===== config.mk =====
export PLATFORM = sky130hd
export DESIGN_NAME = byte_fifo
export DESIGN_NICKNAME = d
export VERILOG_FILES = /design/src/rtl/common_pkg.sv /design/src/rtl/byte_fifo_mem.sv /design/src/rtl/byte_fifo.sv
export SDC_FILE = /design/constraint.sdc
export NUM_CORES = 1
export LEC_CHECK = 0
export ABC_AREA = 1
export CORE_ASPECT_RATIO = 1.2
export CORE_MARGIN = 4
export CORE_UTILIZATION = 50
export DETAILED_ROUTE_END_ITERATION = 10
export PLACE_DENSITY_LB_ADDON = 0.3
export SLEW_MARGIN = 20
export SYNTH_ARGS = -nofsm -noshare
export SYNTH_HDL_FRONTEND = slang
export SYNTH_HIERARCHICAL = 1
export SYNTH_SLANG_ARGS = --single-unit

===== constraint.sdc =====
create_clock -name clk -period 6.2 [get_ports clk]
set_clock_uncertainty 0.2 [all_clocks]
set_input_delay 1.24 -clock clk [delete_from_list [all_inputs] [get_ports clk]]
set_output_delay 1.24 -clock clk [all_outputs]
set_load 0.005 [all_outputs]

===== src/rtl/common_pkg.sv =====
// Shared package for the fifo_wr/fifo_rd link blocks: default FIFO depth and the byte type.
package common;
  localparam int FIFO_DEPTH = 16;
  typedef logic [7:0] byte_t;
endpackage


===== src/rtl/byte_fifo_mem.sv =====
// byte_fifo storage: DEPTH x WIDTH array, synchronous write, asynchronous read.
module byte_fifo_mem #(
  parameter int WIDTH = 8,
  parameter int DEPTH = 16
) (
  input  logic                     clk,
  input  logic                     we,
  input  logic [$clog2(DEPTH)-1:0] waddr,
  input  logic [WIDTH-1:0]         wdata,
  input  logic [$clog2(DEPTH)-1:0] raddr,
  output logic [WIDTH-1:0]         rdata
);
  // No reset: contents survive a pointer reset.
  logic [WIDTH-1:0] mem [DEPTH];

  always_ff @(posedge clk)
    if (we) mem[waddr] <= wdata;

  assign rdata = mem[raddr];
endmodule


===== src/rtl/byte_fifo.sv =====
// Single-clock first-word-fall-through byte FIFO with full/empty flow control.
// Define BYTE_FIFO_ERR_EN to add sticky ovf/unf flags and the err_clr input.
module byte_fifo
  import common::*;
#(
  parameter int WIDTH = 8,
  parameter int DEPTH = FIFO_DEPTH
) (
  input  logic                     clk,
  input  logic                     rst,
  input  logic [WIDTH-1:0]         wr_data,
  input  logic                     wr_en,
  output logic                     full,
  output logic [WIDTH-1:0]         rd_data,
  input  logic                     rd_en,
  output logic                     empty,
  output logic [$clog2(DEPTH):0]   count,
  output logic                     active
`ifdef BYTE_FIFO_ERR_EN
  ,
  input  logic                     err_clr,
  output logic                     ovf,
  output logic                     unf
`endif
);
  localparam int AW = $clog2(DEPTH);
  localparam logic [AW:0] PTR_ONE = 1;
  localparam logic [AW:0] CNT_ONE = 1;

  // Pointers carry one extra wrap bit to tell full from empty.
  logic [AW:0] wp, rp;
  logic        push, pop;

  assign empty  = (wp == rp);
  assign full   = (wp[AW-1:0] == rp[AW-1:0]) && (wp[AW] != rp[AW]);
  assign push   = wr_en && !full;
  assign pop    = rd_en && !empty;
  assign active = (count != '0);

  always_ff @(posedge clk or posedge rst) begin
    if (rst) begin
      wp    <= '0;
      rp    <= '0;
      count <= '0;
    end else begin
      if (push) wp <= wp + PTR_ONE;
      if (pop)  rp <= rp + PTR_ONE;
      case ({push, pop})
        2'b10:   count <= count + CNT_ONE;
        2'b01:   count <= count - CNT_ONE;
        default: count <= count;
      endcase
    end
  end

  byte_fifo_mem #(.WIDTH(WIDTH), .DEPTH(DEPTH)) u_mem (
    .clk   (clk),
    .we    (push),
    .waddr (wp[AW-1:0]),
    .wdata (wr_data),
    .raddr (rp[AW-1:0]),
    .rdata (rd_data)
  );

`ifdef BYTE_FIFO_ERR_EN
  // Set dominates clear so an error in the clearing cycle is not lost.
  always_ff @(posedge clk or posedge rst) begin
    if (rst) begin
      ovf <= 1'b0;
      unf <= 1'b0;
    end else begin
      if (wr_en && full)  ovf <= 1'b1;
      else if (err_clr)   ovf <= 1'b0;
      if (rd_en && empty) unf <= 1'b1;
      else if (err_clr)   unf <= 1'b0;
    end
  end
`endif
endmodule


==> flow_metrics.tcl, run 1 <==
# yosys + openroad results
set metrics [dict create \
    status "complete, no violations" \
    stdcell_count 869 \
    pg_comb_uw 1270 \
    seq_area_frac_synth 0.6396 \
    cts_resized 0 \
    whs_endpoint "rp[4]" \
    firstDrtPassIters 6 \
    drv_slew 0 \
    cp_top_family "buffers and inverters" \
    hold_depth 2 \
    drv_cap 0 \
    hpwl_um 9113 \
    worst_setup_hold_path_clk_slew_ns 0.06 \
    synth_cell_types 23 \
    htreeDepth 4 \
    root_buffer "clkbuf_16" \
    power.internal_uw 2297 \
    hold_start "rp[4]" \
    port_buffers 27 \
    ant_nets 0 \
    io_pins 28 \
    grt_overflow 0 \
    viasPerCell 5.377 \
    path_depth 7 \
    cp-start-kind "register" \
    r2r_slack_ns 2.69 \
    final-comb-area_um2 1772 \
    yosys_area_um2 6596 \
    pwr-share-comb 0.351 \
    fin_area_um2 7536 \
    fp_util 0.5161 \
    drive_gt1_frac 0.06383 \
    cts_buffer_depth 2 \
    flop_area_um2 4220 \
    dp.cells 837 \
    place_area_um2 6929 \
    syn-num-nets 686 \
    crit_required_ns 4.76 \
    switching_share 0.3625 \
    synthFlopType "edfxtp_1" \
    drt-initial-drc-count 495 \
    grt_pass1_vias 4618 \
    fmax_mhz 208.1 \
    slew_headroom 0.2930 \
    synth-seq-cells 143 \
    hold_viol 0 \
    cp_max_fo 64 \
    r2r-end "count[4]" \
    r2r-start "rp[0]" \
    insertedDiodeCount 0 \
    area_leaders "edfxtp_1 58%, nand2_1 12%, nand3_1 8.6%" \
    crit_type "register to output pin" \
    cellLeakagePower_uw 0.003292 \
    die_h_um 133.8 \
    ys_cells 667 \
    grt_max_degree 65 \
    cpPeakStageDelay_ns 0.89 \
    ir_drop_v 0.0002902 \
    synthCells 667 \
    drc 0 \
    chipArea_um2 15100 \
    critPathLaunch "rp[0]" \
    async_flop_share 0.1049 \
    yosysTopAreaCell "edfxtp_1" \
    mostFrequentLayoutCell "nand2_1" \
    nFillCells 1073 \
    worstPathCellList "clkinv_2 > nand2_1 > nand3_1 > nand3_1 > nand3_1 > nand2_1 > clkdlybuf4s50_1" \
    syn2layout_area_growth_pct 14.25 \
    crit_slowest_cell "clkinv_2" \
    maxPowerGroup "registers" \
    reg2reg_depth 16 \
    place.gp.congestion 0.8611 \
    cpMostUsedCell "nand3_1" \
    synthesis.area_um2 6596 \
    end_kind "output pin" \
    worstPathArrival_ns 3.36 \
    avgSynthCellArea_um2 9.890 \
    setup_viol 0 \
    hold_class "register to register" \
    seqPwrFrac 0.362 \
    final_cell_mix "216 x nand2_1, 128 x edfxtp_1, 114 x inv_1" \
    tightest_slew_ns 1.057 \
    p_seq_uw 1300 \
]
## run 1: final cells by class
| class | count | share of cell area |
|---|---|---|
| flip-flops and latches | 143 | 0.5600 |
| multi-input cells | 383 | 0.2351 |
| clock buffers | 19 | 0.05877 |
| inverters | 117 | 0.05844 |
| repair buffers | 30 | 0.03885 |
| well taps | 164 | 0.02723 |
| clock inverters | 13 | 0.02158 |
## run 1: registers in the layout, summed over array words and instances (netlist names)
signal / count
count: 5
rp: 5
u_mem/mem: 128
wp: 5
## run 1: cells by family (layout without fill, tap and decap cells)
family          Yosys count  count (layout)  synth area share
simple gates            362             362            0.2379
flops                   143             143            0.6396
buf+inv                 141             179           0.09180
xor+xnor                 10              10           0.01328
fa+ha+maj                 7               7           0.01442
compound gates            4               4          0.003035
## run 1: per-stage QoR
stage | worst slack (ns) | hold WS (ns) | utilization | total power (µW)
after floorplan | 3.511 | 0.3005 | - | 2165
after global placement | 2.239 | 0.3248 | 0.5421 | 2523
after detailed placement | 2.159 | 0.3283 | 0.5421 | 2563
after CTS | 1.692 | 0.3398 | 0.5895 | 3600
after global routing | 1.082 | 0.3779 | 0.5896 | 3827
final | 1.395 | 0.3366 | 0.5896 | 3603
## run 1: tightest hold or removal path, cell delays in order (launching register included)
cell	delay [ns]
dfrtp_1	0.39
nand2_1	0.07
nand2_1	0.05
## run 1: cells in the mapped netlist (3+ instances only)
cell      number
nand3_1      113
inv_1        114
xor2_1         5
dfrtp_1       15
ha_1           6
edfxtp_1     128
buf_2         13
nor2_1        23
buf_4          4
inv_2          3
xnor2_1        5
nand2_1      216
buf_6          6
## run 1: layer usage
metal,global-route usage,part of all wire,routed length (µm)
met5,0,0,0
met4,0.09152,0.035,532
met3,0.04829,0.075,1149
met2,0.3435,0.48,7325
met1,0.2761,0.41,6296
Fig. 1: run 1, placed cells, one color a class
Fill, decap, tap and diode cells in gray.
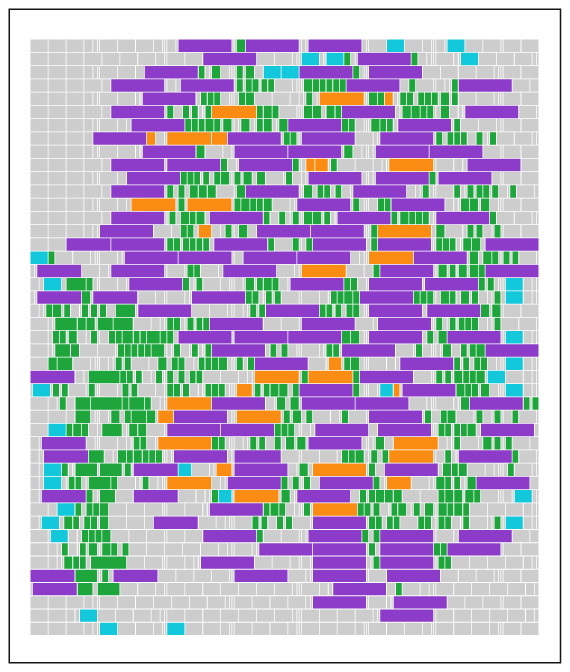
flops -> purple  # cells 143, share of their area 58%
other buffers and delay cells -> cyan  # cells 30, share of their area 4.0%
clock drivers and dummy loads -> orange  # cells 32, share of their area 8.3%
combinational and other logic -> green  # cells 500, share of their area 30%
Final Util: 0.5896
Rows: 45
core box area: 12,780 µm²

Fig. 2: run 1, the clock network
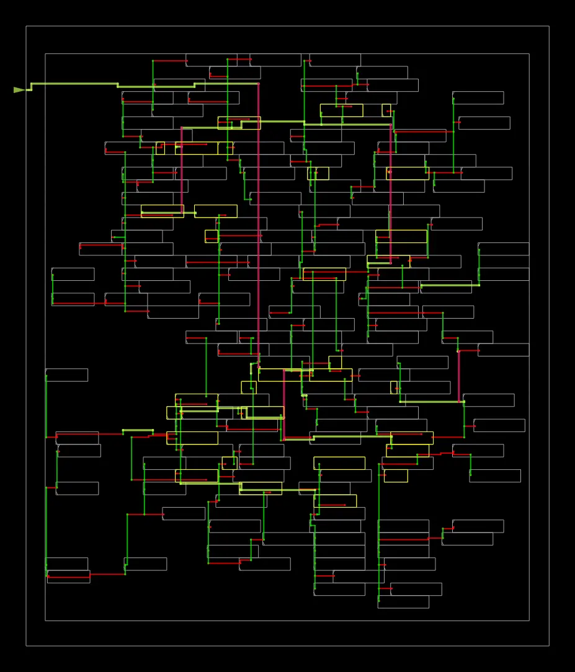
clk sinks: 143
registers: 143
P_clk: 1030 µW
clock buffer count: 19
cts bufs inserted: 17

Fig. 3: run 1, wiring heat map
Scale bar: 20 µm. The die is cut into 23 by 27 equal tiles; dark blue is low, red is high, scaled to the fullest tile. Values are wire area over tile area, all layers added.
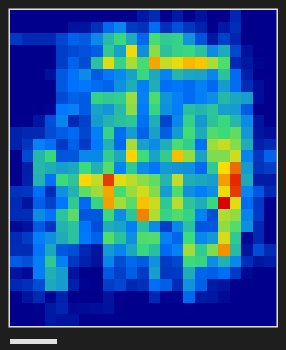
nearly empty tiles = 22%
fullest tile = 0.69
densest ninth of the die = center
tiles over half the peak = 12%
emptiest ninth of the die = north-west
WL/cell: 17.61 µm
final WL: 15,300 µm
DR vias: 4,673
total global-route track usage: 0.2126

Fig. 4: run 1, M1 wires
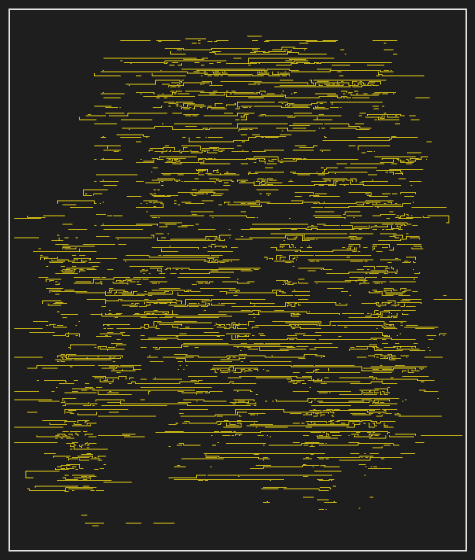
longest straight run = 31.5 µm
share of all routed wire = 41%
wire length on this layer = 6,300 µm
met1 GRT Util: 0.2761

==> inputs of run 2 (changes only) <==
Clock period 6.2 ns to 4.5 ns, I/O delays scaled along.
Fig. 5: run 2, wiring heat map
Scale bar: 20 µm. The die is cut into 23 by 27 equal tiles; dark blue is low, red is high, scaled to the fullest tile. Values are wire area over tile area, all layers added.
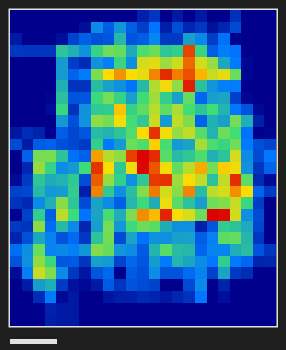
tiles over half the peak = 23%
densest ninth of the die = center
fullest tile = 0.54
nearly empty tiles = 24%
emptiest ninth of the die = north-west
mean over tiles = 0.16
WL/cell: 16.70 µm
total global-route track usage: 0.1992
final WL: 14,480 µm
DR vias: 4,564

==> flow_metrics.tcl, run 2 <==
# yosys + openroad results
set metrics [dict create \
    status "complete, no violations" \
    die_h_um 133.8 \
    ys_warn_count 6 \
    ys_cells 667 \
    insertedDiodeCount 0 \
    period_needed_ns 3.847 \
    openroad.warnings 26 \
    grt_pass1_vias 4398 \
    cts_buffers 17 \
    hpwl_um 8820 \
    use_met1 0.2561 \
    synthesis.area_um2 6596 \
    fin_nets 711 \
    yosysTopAreaCell "edfxtp_1" \
    finalSetupTns_ns 0 \
    mostFrequentLayoutCell "nand2_1" \
    synth-seq-cells 143 \
    hold_viol 0 \
    rows 45 \
    synthCells 667 \
    post_cts_buffers 0 \
    min_period_over_period 0.8550 \
    firstDrtPassIters 5 \
    cellLeakagePower_uw 0.003302 \
    powerDensity_nw_per_um2 662.2 \
    yosys_area_um2 6596 \
    drv_slew 0 \
    drive_gt1_frac 0.05974 \
    io_pins 28 \
    largest_reg_flops 128 \
    place_ws_ns 1.152 \
    cts_buffer_depth 2 \
    drv_cap 0 \
    seq_area_frac_synth 0.6396 \
    area_leaders "edfxtp_1 58%, nand2_1 12%, nand3_1 8.6%" \
    fp_util 0.5161 \
    place.gp.congestion 0.8176 \
    worst_setup_hold_path_clk_slew_ns 0.06 \
    reg2reg_depth 16 \
    syn-num-nets 686 \
    final_cell_mix "216 x nand2_1, 128 x edfxtp_1, 114 x inv_1" \
    ir_drop_v 0.0004002 \
    clock_latency_ns 0.41 \
    cts_resized 0 \
    hold_depth 2 \
    ant_nets 0 \
    root_buffer "clkbuf_16" \
    flop_area_um2 4220 \
    power_uw 5000 \
    grt_pass1_wl_um 22860 \
    grt_max_degree 70 \
    cts_tree "built" \
    crit_type "register to output pin" \
    setup_slack_ns 0.6525 \
    htreeDepth 4 \
    worstPathArrival_ns 2.75 \
    dp.cells 837 \
    use_met3 0.06273 \
    final-comb-area_um2 1772 \
    rsz0062_at_grt "false" \
    edf_count 128 \
    setup_viol 0 \
    top_cell "nand2_1" \
    async_flop_share 0.1049 \
    port_buffers 27 \
    use_met2 0.3175 \
    drc 0 \
    die_x_um 112.9 \
    end_kind "output pin" \
    top_usage_layer "met2" \
    regMostFlops "u_mem/mem" \
    fmax_mhz 259.9 \
    crit_required_ns 3.40 \
    drt-initial-drc-count 380 \
    syn2layout_area_growth_pct 14.47 \
    yosysTopAreaCellShare 0.5827 \
    ctsHoldBuffers 0 \
    design.core.area_um2 12780 \
    slew_headroom 0.3584 \
    viasPerCell 5.264 \
    top_cells_by_count "216 x nand2_1, 128 x edfxtp_1, 114 x inv_1" \
    grt_overflow 0 \
    hold_class "register to register" \
    synth_cell_types 23 \
    stdcell_count 867 \
    cts_sinks 143 \
    cp-start-kind "register" \
    tightest_slew_ns 0.9589 \
    avgSynthCellArea_um2 9.890 \
    synthFlopType "edfxtp_1" \
    nFillCells 1072 \
    cp_max_fo 23 \
    chipArea_um2 15100 \
    antenna_found_initial 0 \
]
Fig. 6: run 2, placed cells, one color a class
Fill, decap, tap and diode cells in gray.
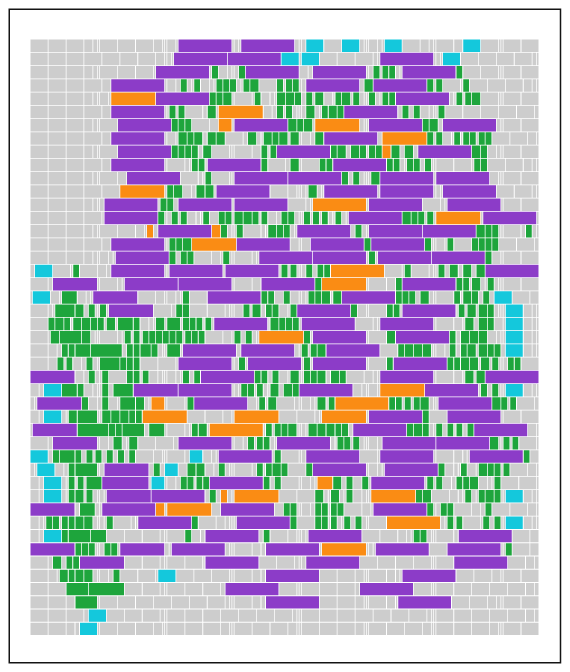
other buffers and delay cells -> cyan  # cells 30, share of their area 4.0%
combinational and other logic -> green  # cells 500, share of their area 30%
clock drivers and dummy loads -> orange  # cells 30, share of their area 8.5%
flops -> purple  # cells 143, share of their area 57%
Final Util: 0.5908
Seq area share: 0.5589

==> run 2: critical path: stages (launching register included) <==
cell and delay, ns:
dfrtp_1 0.87, inv_1 0.51, nand3_1 0.25, nand3_1 0.10, nand2_1 0.09, clkdlybuf4s50_1 0.50
==> run 2: stage by stage <==
step	hold slack (ns)	instance area, µm²
detailed placement	0.3416	6929
CTS	0.3557	7551
finish	0.3548	7551
global route	0.3773	7551
global placement	0.3251	6929
floorplan	0.3005	6596
==> run 2: logic make-up (layout without fill, tap and decap cells) <==
kind of cell	after synthesis	in the layout	share of synthesized area
AOI/OAI and AO/OA	4	4	0.003035
xor gates and xnor gates	10	10	0.01328
adders and majority gates	7	7	0.01442
buffers and inverters	141	177	0.09180
DFF	143	143	0.6396
and+or+nand+nor	362	362	0.2379
==> run 2: final cells by class <==
cell class / instances / area share
Timing Repair Buffer: 30 / 0.03877
Sequential cell: 143 / 0.5589
Multi-Input combinational cell: 383 / 0.2346
Inverter: 117 / 0.05816
Clock inverter: 13 / 0.02601
Clock buffer: 17 / 0.05634
Tap cell: 164 / 0.02717
==> run 2: per-layer routing <==
metal,up-vias,wire [µm]
met5,-,0
met4,0,302
met3,30,1132
met2,192,7054
met1,2157,5987
li1,2185,-
==> run 2: worst paths after layout <==
kind / start / to / slack [ns]
max: rp[2] / rd_data[4] / 0.65
min: wp[4] / wp[4] / 0.35
max reg2reg: rp[0] / count[4] / 1.31
min reg2reg: wp[4] / wp[4] / 0.35
max in group asynchronous: rst / rp[0] / 3.03
min in group asynchronous: rst / count[4] / 0.65
==> run 2: power by group <==
| part | internal, µW | switching, µW | total, µW | leakage [µW] |
|---|---|---|---|---|
| clock | 969 | 504 | 1470 | 0.000299 |
| sequential | 1620 | 160 | 1780 | 0.00134 |
| combinational | 649 | 1090 | 1740 | 0.00166 |
No activity file was given, so power comes from the tool's default toggle rates.
